**Run 1: sequential cells colored by netlist name**

Scale bar: 20 µm.
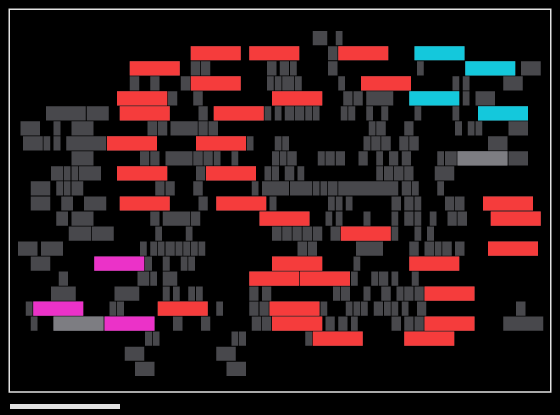
**Run 1: metal layers overlaid**

Scale bar: 20 µm. Only two layers are drawn.
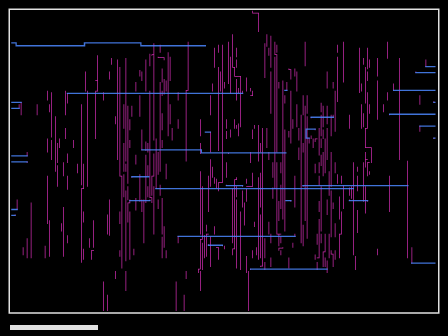
**Run 1: placement by cell class**

Fill, decap, tap and diode cells in gray.
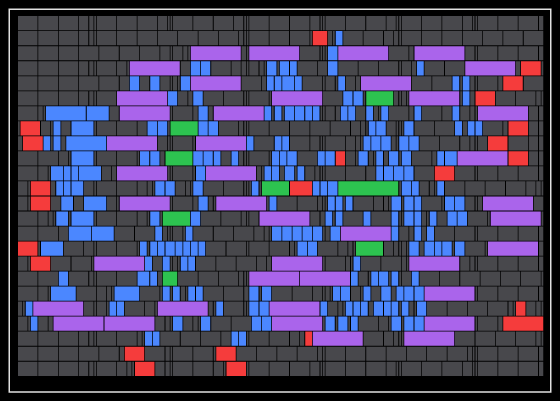
$ cat src/rtl/ram_sync.sv
// Synchronous single-port-per-direction RAM with registered read
// and a self-timed clear sweep that zeroes every word in DEPTH cycles.
module ram_sync #(
  parameter int WIDTH  = 4,
  parameter int ADDR_W = 3
) (
  input  logic              clk,
  input  logic              reset,
  input  logic              load,
  input  logic [ADDR_W-1:0] wadd,
  input  logic [WIDTH-1:0]  in,
  input  logic              rd,
  input  logic [ADDR_W-1:0] radd,
  input  logic              clear,
  output logic [WIDTH-1:0]  out,
  output logic              valid,
  output logic              busy
);

  localparam int DEPTH = 1 << ADDR_W;

  typedef enum logic {
    S_IDLE,
    S_SWEEP
  } state_t;

  state_t            r_state;
  state_t            w_next;
  logic [ADDR_W-1:0] r_ptr;
  logic [WIDTH-1:0]  r_mem [DEPTH];
  logic [WIDTH-1:0]  r_out;
  logic              r_valid;
  logic              w_last;
  logic              w_idle_req;

  assign w_last     = (r_ptr == {ADDR_W{1'b1}});
  assign w_idle_req = (r_state == S_IDLE) && !clear;

  always_ff @(posedge clk or negedge reset) begin
    if (!reset) begin
      r_state <= S_IDLE;
    end else begin
      r_state <= w_next;
    end
  end

  always_comb begin
    w_next = r_state;
    unique case (r_state)
      S_IDLE:  if (clear)  w_next = S_SWEEP;
      S_SWEEP: if (w_last) w_next = S_IDLE;
      default: w_next = S_IDLE;
    endcase
  end

  always_comb begin
    busy = (r_state == S_SWEEP);
  end

  // Pointer wraps back to 0 on the final sweep write.
  always_ff @(posedge clk or negedge reset) begin
    if (!reset) begin
      r_ptr <= '0;
    end else if (r_state == S_SWEEP) begin
      r_ptr <= r_ptr + ADDR_W'(1);
    end else begin
      r_ptr <= '0;
    end
  end

  always_ff @(posedge clk or negedge reset) begin
    if (!reset) begin
      for (int i = 0; i < DEPTH; i++) begin
        r_mem[i] <= '0;
      end
    end else if (r_state == S_SWEEP) begin
      r_mem[r_ptr] <= '0;
    end else if (w_idle_req && load) begin
      r_mem[wadd] <= in;
    end
  end

  // Reads sample the pre-edge array, so same-address writes read old data.
  always_ff @(posedge clk or negedge reset) begin
    if (!reset) begin
      r_out   <= '0;
      r_valid <= 1'b0;
    end else if (!w_idle_req) begin
      r_out   <= '0;
      r_valid <= 1'b0;
    end else if (rd) begin
      r_out   <= r_mem[radd];
      r_valid <= 1'b1;
    end else begin
      r_valid <= 1'b0;
    end
  end

  assign out   = r_out;
  assign valid = r_valid;

endmodule

$ cat config.mk
export PLATFORM = sky130hd
export DESIGN_NAME = ram_sync
export DESIGN_NICKNAME = d
export VERILOG_FILES = /design/src/rtl/ram_sync.sv
export SDC_FILE = /design/constraint.sdc
export NUM_CORES = 1
export LEC_CHECK = 0
export ABC_AREA = 1
export CORE_ASPECT_RATIO = 0.7
export CORE_UTILIZATION = 33
export DETAILED_ROUTE_END_ITERATION = 16
export GPL_TIMING_DRIVEN = 0
export PLACE_DENSITY_LB_ADDON = 0.15
export SLEW_MARGIN = 20
export SYNTH_ARGS = -nofsm -noshare
export SYNTH_HDL_FRONTEND = slang
export SYNTH_SLANG_ARGS = --single-unit
$ cat constraint.sdc
create_clock -name clk -period 3.44 [get_ports clk]
set_clock_uncertainty 0.15 [all_clocks]
set_input_delay 0.688 -clock clk [delete_from_list [all_inputs] [get_ports clk]]
set_output_delay 0.688 -clock clk [all_outputs]
set_load 0.1 [all_outputs]
==> job_summary.md, run 1 <==
### Yosys + OpenROAD results

| Metric | Value |
|---|---|
| Vias in the first global route | 1553 |
| Max-slew headroom | 0.354 |
| Die y size | 69.0 µm |
| Non-CTS buffers | 23 |
| Synth unique cells | 18 |
| Syn avg cell area | 8.05 µm² |
| DPL Wire Length | 3.78 mm |
| FF-to-FF Start | busy |
| Top cell category | flip-flops and latches |
| Buffer share of cell area | 0.0880 |
| Top cells excl fill/tap | nand2_1, nand3_1, dfrtp_1 |
| CP startpoint kind | flop |
| Psw | 549 µW |
| Crit path depth | 1 |
| Aoi share | 0.0780 |
| Max Cap Violations | 0 |
| Largest fanout on the critical path | 7 |
| Clock tree buffer depth | 2 |
| ClkCell Share | 0.0475 |
| Final setup viols | 0 |
| Fmax achieved | 351 MHz |
| Arrival time worst endpoint | 2.01 ns |
| CP required | 2.60 ns |
| Yosys synthesis chip area | 2120 µm² |
| TritonCTS clock tree | built |
| Post-synth ARST share | 1.00 |
| Tapcell Cnt | 78 |
| Synth-to-Final Area Change | 19.5% |
| Top power group | sequential cells |
| Maximum vdd drop | 0.364 mV |
| Top sig layer | met4 |
| Buffers on Ports | 18 |
| I/O pins | 21 |
| Cell with the most instances after synthesis | nand2_1 |
| Sequential power | 633 µW |
| Number of nets with antenna violations after routing | 0 |
| Sw frac | 0.371 |
| Initial antenna violation count | 0 |
| DRC | 0 |
| Met2 WL | 1.95 mm |
| Synth logic family | simple AND/OR/NAND/NOR gates |
| Worst R2R End | r_mem[14] |
| Slew Limit Fails | 0 |
| Share of layout cells above drive strength 1 | 0.114 |
| Flop pwr share | 0.428 |
| Dominant flop cell | dfrtp_1 |
| Wire length per cell | 13.7 µm |
| Final #Nets | 306 |
| Reg2Reg Depth | 6 |
| Delay-heaviest family, CP | buffers and inverters |
| Hold Vio Cnt, Final | 0 |
| Endpoint type of the worst setup path | output pin |
| Outcome | complete, no violations |
| Crit. Startpoint | busy |
| Commonest Layout Cell | nand2_1 |
| CP Capture Point | busy |
| Internal Pwr Total | 931 µW |
| Largest net degree at the start of global routing | 26 |
| First-pass GRT wire length | 8.34 mm |
| XORs/XNORs by Area | 0 |
| Slowest stage cell on the critical path | clkdlybuf4s50_1 |
| P_clk | 410 µW |
| Cts hold-fix bufs | 0 |
| Ys cells | 263 |
| Crit path cell chain | clkdlybuf4s50_1 |
| Seq cells | 41 |
| Multi-input comb cells | 174 |
| Synth top area share | 0.484 |
| DR WL met3 | 312 µm |
| Unrepaired setup endpoints after global routing | no |
| Clock Tree Root | clkbuf_8 |
| GRT met3 Usage | 0.0355 |
| Cell leakage power | 0.00132 µW |
| Total gr overflow | 0 |
Notes on 'sequential cells colored by netlist name' above:
| color | netlist name | sequential cells |
|---|---|---|
| red | `r_mem` | 32 |
| cyan | `out` | 4 |
| magenta | `r_ptr` | 3 |
not colored: 2

Notes on 'metal layers overlaid' above:
| color | layer | wire length |
|---|---|---|
| magenta | met2 | 1950 µm |
| blue | met3 | 313 µm |

Notes on 'placement by cell class' above:
| color | class | cells | share of their area |
|---|---|---|---|
| purple | flops | 41 | 42% |
| green | clock drivers and dummy loads | 8 | 4.9% |
| blue | all other logic | 218 | 44% |
| red | other buffers and delay cells | 23 | 9.2% |
Row Count: 24
core area: 6220 µm²
Final Util: 0.407

==> run 1: sequential cells by signal, indices dropped and copies added (netlist names) <==
| register | cells |
|---|---|
| busy | 1 |
| out | 4 |
| r_mem | 32 |
| r_ptr | 3 |
| valid | 1 |
==> run 1: metrics by stage <==
stage | total power (µW) | hold slack, ns | cells | setup slack, ns | instance area (µm²)
floorplan | 946 | 0.242 | 263 | 1.58 | 2120
global placement | 1070 | 0.318 | 359 | 0.378 | 2400
detailed placement | 1080 | 0.320 | 360 | 0.913 | 2410
CTS | 1500 | 0.176 | 368 | 0.574 | 2530
global route | 1580 | 0.186 | 368 | 0.510 | 2530
finish | 1480 | 0.168 | 368 | 0.591 | 2530
## Run 2: what changed since run 1
==> constraint.sdc (replaced) <==
create_clock -name clk -period 2.9 [get_ports clk]
set_clock_uncertainty 0.15 [all_clocks]
set_input_delay 0.58 -clock clk [delete_from_list [all_inputs] [get_ports clk]]
set_output_delay 0.58 -clock clk [all_outputs]
set_load 0.1 [all_outputs]
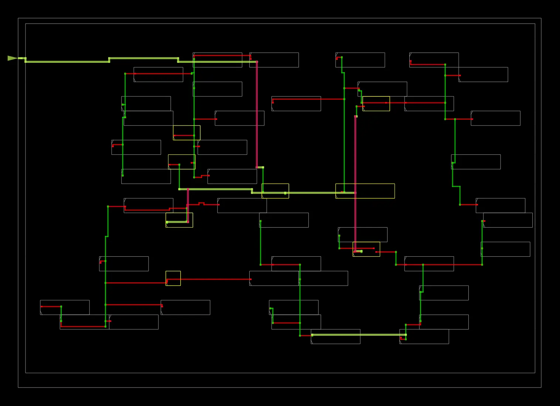
**Above:** run 2 (clock routing).
Clock Sinks: 41
Clock buffer cells: 6
P_clk: 486 µW
Seq cells: 41

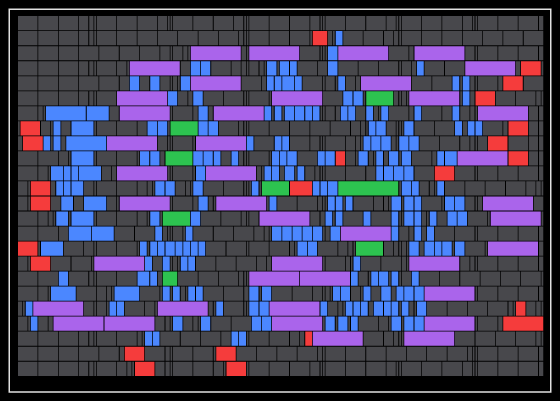
**Above:** run 2 (placement by cell class).
Fill, decap, tap and diode cells in gray.
| color | class | cells | share of their area |
|---|---|---|---|
| purple | flops | 41 | 42% |
| red | other buffers and delay cells | 23 | 9.2% |
| blue | all other logic | 218 | 44% |
| green | clock drivers and dummy loads | 8 | 4.9% |

==> job_summary.md, run 2 <==
### Yosys + OpenROAD results

| Metric | Value |
|---|---|
| Outcome | complete, no violations |
| Largest fanout on the critical path | 7 (unchanged) |
| Psw | 651 µW (+19%) |
| Biggest area cells | dfrtp_1, nand3_1, nand2_1, o21ai_1, inv_1 |
| Final Util | 0.407 (unchanged) |
| Hold Vio Cnt, Final | 0 (unchanged) |
| Final instance area | 2530 µm² (unchanged) |
| First-pass GRT wire length | 8.34 mm (unchanged) |
| Vias | 1728 |
| Routed wire length | 5.05 mm |
| TritonCTS clock tree | built |
| Vias in the first global route | 1553 (unchanged) |
| Maximum vdd drop | 0.432 mV (+19%) |
| Largest net degree at the start of global routing | 26 (unchanged) |
| Seq cells post-synth | 41 |
| Final setup viols | 0 (unchanged) |
| P_comb | 519 µW |
| Clock slew at reported path FFs | 0.08 ns |
| DR WL met3 | 312 µm (unchanged) |
| Die Wd | 97.8 µm |
| Placed inst area | 2410 µm² (unchanged) |
| 1st-pass router iterations | 4 |
| Arrival time worst endpoint | 2.01 ns (about the same) |
| Endpoint type of the worst setup path | output pin |
| Total CTS buffers | 5 |
| Met2 WL | 1.95 mm (unchanged) |
| Die y size | 69.0 µm (unchanged) |
| Register area share after synthesis | 0.484 |
| CP required | 2.17 ns (-0.43 ns) |
| Cell with the most instances after synthesis | nand2_1 |
| M1 WL | 2.74 mm |
| Comb gate area | 895 µm² |
| Final #Nets | 306 (unchanged) |
| Crit path cell chain | clkdlybuf4s50_1 |
| # Post-CTS Setup Buffers | 0 |
| Internal Pwr Total | 1100 µW (+19%) |
| Post-route insts no fill | 368 (unchanged) |
| Placed cell count | 360 (unchanged) |
| Slowest stage cell on the critical path | clkdlybuf4s50_1 |
| Yosys adder share | 0.0118 |
| Fin crit period | 2.74 ns |
| Yosys synthesis chip area | 2120 µm² (unchanged) |
| Starting Density | 0.341 |
| Aoi share | 0.0780 (unchanged) |
| Max Cap Violations | 0 (unchanged) |
| Clock Tree Root | clkbuf_8 |
| Post-synth ARST share | 1.00 (unchanged) |
| Wire length per cell | 13.7 µm (unchanged) |
| Slew Limit Fails | 0 (unchanged) |
| Total gr overflow | 0 (unchanged) |
| Met2 Track Usage GR | 0.218 |
| Busiest layer in global routing | met1 |
| Synth top area share | 0.484 (unchanged) |
| Period utilisation layout | 0.945 |
| CP startpoint kind | flop |
| Tightest Pin Transition | 0.966 ns |
| Pwr Density | 694 nW/µm² |
| Met1 Use GR | 0.265 |
| Syn avg cell area | 8.05 µm² (unchanged) |
| Filler cell count | 630 |
| Delay-heaviest family, CP | buffers and inverters |
| Number of nets with antenna violations after routing | 0 (unchanged) |
| Post-place setup slack | 0.481 ns (-0.432 ns) |
| Combinational power share | 0.295 |
| Core area | 6220 µm² (unchanged) |
| Worst hold path class | in -> async |
| XORs/XNORs by Area | 0 (unchanged) |
| Cell type with the largest total area | dfrtp_1 |
| Top cells excl fill/tap | nand2_1, nand3_1, dfrtp_1 |
| Yosys simple share | 0.333 |
| GRT Overall Usage | 0.166 |
| Synth Cell Area | 2120 µm² |
| Final WS setup | 0.159 ns (-0.432 ns) |
| Final GP Congestion | 0.822 |
| Post-synth EDFFs | 0 |
| H-tree depth | 2 |
| Cell leakage power | 0.00132 µW (unchanged) |
| Total Power | 1760 µW (+19%) |
| I/O pins | 21 (unchanged) |
| Setup_tns | 0 ns |
| Top power group | sequential cells |
| Dominant flop cell | dfrtp_1 |
| Diodes inserted | 0 |
| Register area | 1030 µm² |
| Worst hold margin | 0.0599 ns (-0.108 ns) |
| Share of layout cells above drive strength 1 | 0.114 (unchanged) |
| Ys cells | 263 (unchanged) |
| Clock tree buffer depth | 2 (unchanged) |
| Buffers on Ports | 18 (unchanged) |
| Mux share | 0 |
| Sequential power | 751 µW (+19%) |
| Top sig layer | met4 |
| Commonest cells post-synth | nand2_1, nand3_1, dfrtp_1 |
| Clock power share | 0.277 |
| Path type of the worst setup path | reg -> out |
| Cts hold-fix bufs | 0 (unchanged) |
| Stage-log warning count | 26 |
| Fmax achieved | 365 MHz |
| Number of flip-flops under the largest register name | 32 (unchanged) |
| Post-CTS sizing | 0 |
| Most flop-heavy register | r_mem |
| DRC | 0 (unchanged) |
| Max-slew headroom | 0.354 (unchanged) |
| GRT met3 Usage | 0.0355 (unchanged) |
| Slowest cell delay on critical path | 1.20 ns |
| DR vias/cell | 4.70 |
| Syn. warnings | 0 |
| DPL Wire Length | 3.78 mm (unchanged) |
| DR iter-0 viols | 148 |
| Commonest Layout Cell | nand2_1 |
| Unrepaired setup endpoints after global routing | no |
| Synth unique cells | 18 (unchanged) |
| Late-Pin Clk Latency | 0.29 ns |
| Flop pwr share | 0.428 (about the same) |
| Initial antenna violation count | 0 (unchanged) |
| Critical path buffers and inverters | 1 |
| Synth logic family | simple AND/OR/NAND/NOR gates |
| Post-Synthesis Cells | 263 |
| Sw frac | 0.371 (about the same) |
| Net Count, Synth | 280 |
| Synth-to-Final Area Change | 19.5% (unchanged) |
| Die Size | 6750 µm² |
| Row Count | 24 (unchanged) |
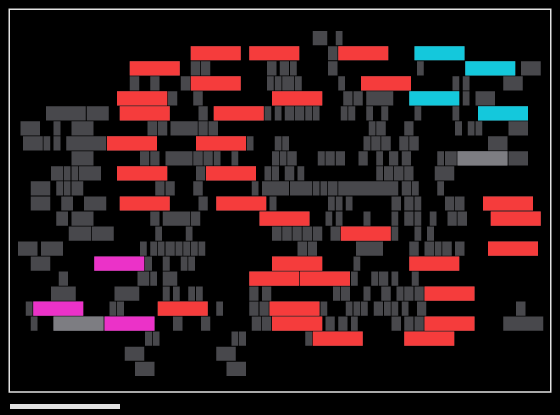
**Above:** run 2 (sequential cells colored by netlist name).
Scale bar: 20 µm.
| color | netlist name | sequential cells |
|---|---|---|
| magenta | `r_ptr` | 3 |
| red | `r_mem` | 32 |
| cyan | `out` | 4 |

==> run 2: cell counts in the layout (fill, tap and decap cells not counted) <==
No cell type changed its count.
==> run 2: cell type report <==
cell class	count	area share
flip-flops and latches	41	0.405
multi-input cells	174	0.353
clock buffers	6	0.0326
well taps	78	0.0386
plain buffers	4	0.0109
inverters	44	0.0672
repair buffers	19	0.0771
clock inverters	2	0.0148
==> run 2: path summary, 6_finish.rpt <==
path	startpoint	end	slack (ns)	cells after the start
max	busy	busy	0.16	1
min	reset	r_mem[8]	0.06	1
max reg2reg	busy	r_mem[14]	1.45	6
min reg2reg	out[3]	out[3]	0.33	2
max in group asynchronous	reset	r_mem[31]	2.06	2
min in group clk	out[3]	out[3]	0.33	2
## Run 3: what changed since run 2
==> constraint.sdc (replaced) <==
create_clock -name clk -period 3.4 [get_ports clk]
set_clock_uncertainty 0.15 [all_clocks]
set_input_delay 0.68 -clock clk [delete_from_list [all_inputs] [get_ports clk]]
set_output_delay 0.68 -clock clk [all_outputs]
set_load 0.1 [all_outputs]
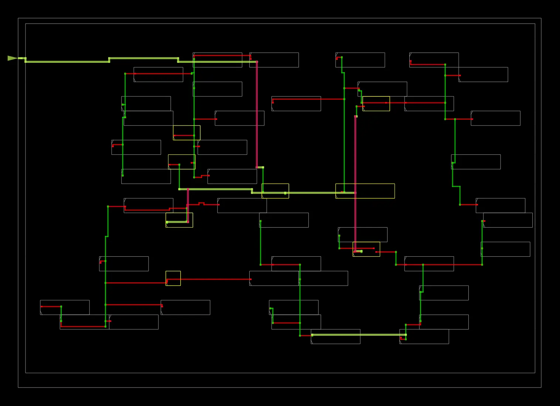
**Above:** run 3 (clock routing).
total CTS buffers: 5
Late-Pin Clk Latency: 0.29 ns

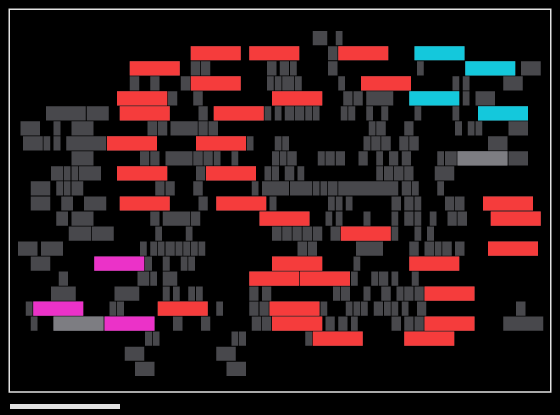
**Above:** run 3 (sequential cells colored by netlist name).
Scale bar: 20 µm.
| color | netlist name | sequential cells |
|---|---|---|
| magenta | `r_ptr` | 3 |
| red | `r_mem` | 32 |
| cyan | `out` | 4 |
not colored: 2

==> job_summary.md, run 3 <==
### Yosys + OpenROAD results

| Metric | Value |
|---|---|
| Post-CTS sizing | 0 (unchanged) |
| CP startpoint kind | flop |
| Largest fanout on the critical path | 7 (unchanged) |
| Final #Nets | 306 (unchanged) |
| Vias | 1728 (unchanged) |
| Fin crit period | 2.84 ns |
| Row Count | 24 (unchanged) |
| Arrival time worst endpoint | 2.01 ns (about the same) |
| Synth top area share | 0.484 (unchanged) |
| # Post-CTS Setup Buffers | 0 (unchanged) |
| Met2 WL | 1.95 mm (unchanged) |
| Commonest cells post-synth | nand2_1, nand3_1, dfrtp_1 |
| Slew Limit Fails | 0 (unchanged) |
| Cell type with the largest total area | dfrtp_1 |
| CP Capture Point | busy |
| Seq cells post-synth | 41 (unchanged) |
| Placed cell count | 360 (unchanged) |
| Clock Sinks | 41 (unchanged) |
| Cell with the most instances after synthesis | nand2_1 |
| Post-place setup slack | 0.881 ns (+0.400 ns) |
| Stage-log warning count | 26 (unchanged) |
| Max-slew headroom | 0.354 (unchanged) |
| Synth-to-Final Area Change | 19.5% (unchanged) |
| Synth unique cells | 18 (unchanged) |
| DRC | 0 (unchanged) |
| DR WL met3 | 312 µm (unchanged) |
| Core area | 6220 µm² (unchanged) |
| Die y size | 69.0 µm (unchanged) |
| Outcome | complete, no violations |
| Unrepaired setup endpoints after global routing | no |
| Vias in the first global route | 1553 (unchanged) |
| Sw frac | 0.371 (about the same) |
| Total Power | 1500 µW (-15%) |
| GRT Overall Usage | 0.166 (unchanged) |
| Diodes inserted | 0 (unchanged) |
| Ys cells | 263 (unchanged) |
| Period utilisation layout | 0.836 |
| GRT met3 Usage | 0.0355 (unchanged) |
| Crit path cell chain | clkdlybuf4s50_1 |
| Die Size | 6750 µm² (unchanged) |
| Busiest layer in global routing | met1 |
| Delay-heaviest family, CP | buffers and inverters |
| 1st-pass router iterations | 4 (unchanged) |
| Internal Pwr Total | 942 µW (-15%) |
| Critical path buffers and inverters | 1 (unchanged) |
| Crit. Startpoint | busy |
| Wire length per cell | 13.7 µm (unchanged) |
| Commonest Layout Cell | nand2_1 |
| Worst hold margin | 0.160 ns (+0.100 ns) |
| Combinational power share | 0.295 (about the same) |
| Path type of the worst setup path | reg -> out |
| Yosys synthesis chip area | 2120 µm² (unchanged) |
| Hold Vio Cnt, Final | 0 (unchanged) |
| FF-to-FF Start | busy |
| Setup_tns | 0 ns (unchanged) |
| Sequential power | 641 µW (-15%) |
| Number of flip-flops under the largest register name | 32 (unchanged) |
| Register area share after synthesis | 0.484 (unchanged) |
| Starting Density | 0.341 (unchanged) |
| Syn. warnings | 0 (unchanged) |
| M1 WL | 2.74 mm (unchanged) |
| Dominant flop cell | dfrtp_1 |
| Met2 Track Usage GR | 0.218 (unchanged) |
| Post-synth EDFFs | 0 (unchanged) |
| Placed inst area | 2410 µm² (unchanged) |
| Fmax achieved | 352 MHz |
| Top sig layer | met4 |
| Maximum vdd drop | 0.369 mV (-15%) |
| Buffers on Ports | 18 (unchanged) |
| Biggest area cells | dfrtp_1, nand3_1, nand2_1, o21ai_1, inv_1 |
| P_comb | 442 µW (-15%) |
| Slowest stage cell on the critical path | clkdlybuf4s50_1 |
| First-pass GRT wire length | 8.34 mm (unchanged) |
| Slowest cell delay on critical path | 1.20 ns (about the same) |
| Synth Cell Area | 2120 µm² (unchanged) |
| H-tree depth | 2 (unchanged) |
| Routed wire length | 5.05 mm (unchanged) |
| Crit path depth | 1 (unchanged) |
| Final GP Congestion | 0.822 (unchanged) |
| Post-synth ARST share | 1.00 (unchanged) |
| Reg2reg setup slack | 1.95 ns (+0.50 ns) |
| Largest net degree at the start of global routing | 26 (unchanged) |
| Tightest Pin Transition | 0.966 ns (unchanged) |
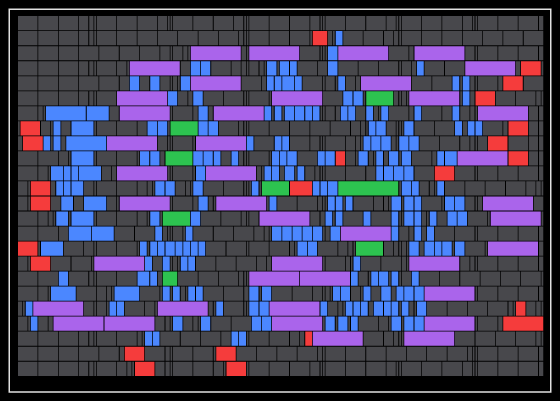
**Above:** run 3 (placement by cell class).
Fill, decap, tap and diode cells in gray.
| color | class | cells | share of their area |
|---|---|---|---|
| blue | all other logic | 218 | 44% |
| purple | flops | 41 | 42% |
| green | clock drivers and dummy loads | 8 | 4.9% |
| red | other buffers and delay cells | 23 | 9.2% |
Seq/total area: 0.405
final instance area: 2530 µm²

## run 3: logic make-up (layout without fill, tap and decap cells)
group,Yosys count,count (layout),synth area share
buffers and inverters,48,75,0.0933
flip-flops,41,41,0.484
AND/OR/NAND/NOR,139,139,0.333
AND-OR/OR-AND,33,33,0.0780
adder cells (fa/ha/maj),2,2,0.0118
## run 3: area by class of cell
| cell class | instances | area (µm²) | share of cell area |
|---|---|---|---|
| clock buffers | 6 | 82.6 | 0.0326 |
| inverters | 44 | 170 | 0.0672 |
| multi-input cells | 174 | 895 | 0.353 |
| well taps | 78 | 97.6 | 0.0386 |
| repair buffers | 19 | 195 | 0.0771 |
| plain buffers | 4 | 27.5 | 0.0109 |
| flip-flops and latches | 41 | 1030 | 0.405 |
| clock inverters | 2 | 37.5 | 0.0148 |
Power and IR drop assume default switching activity.
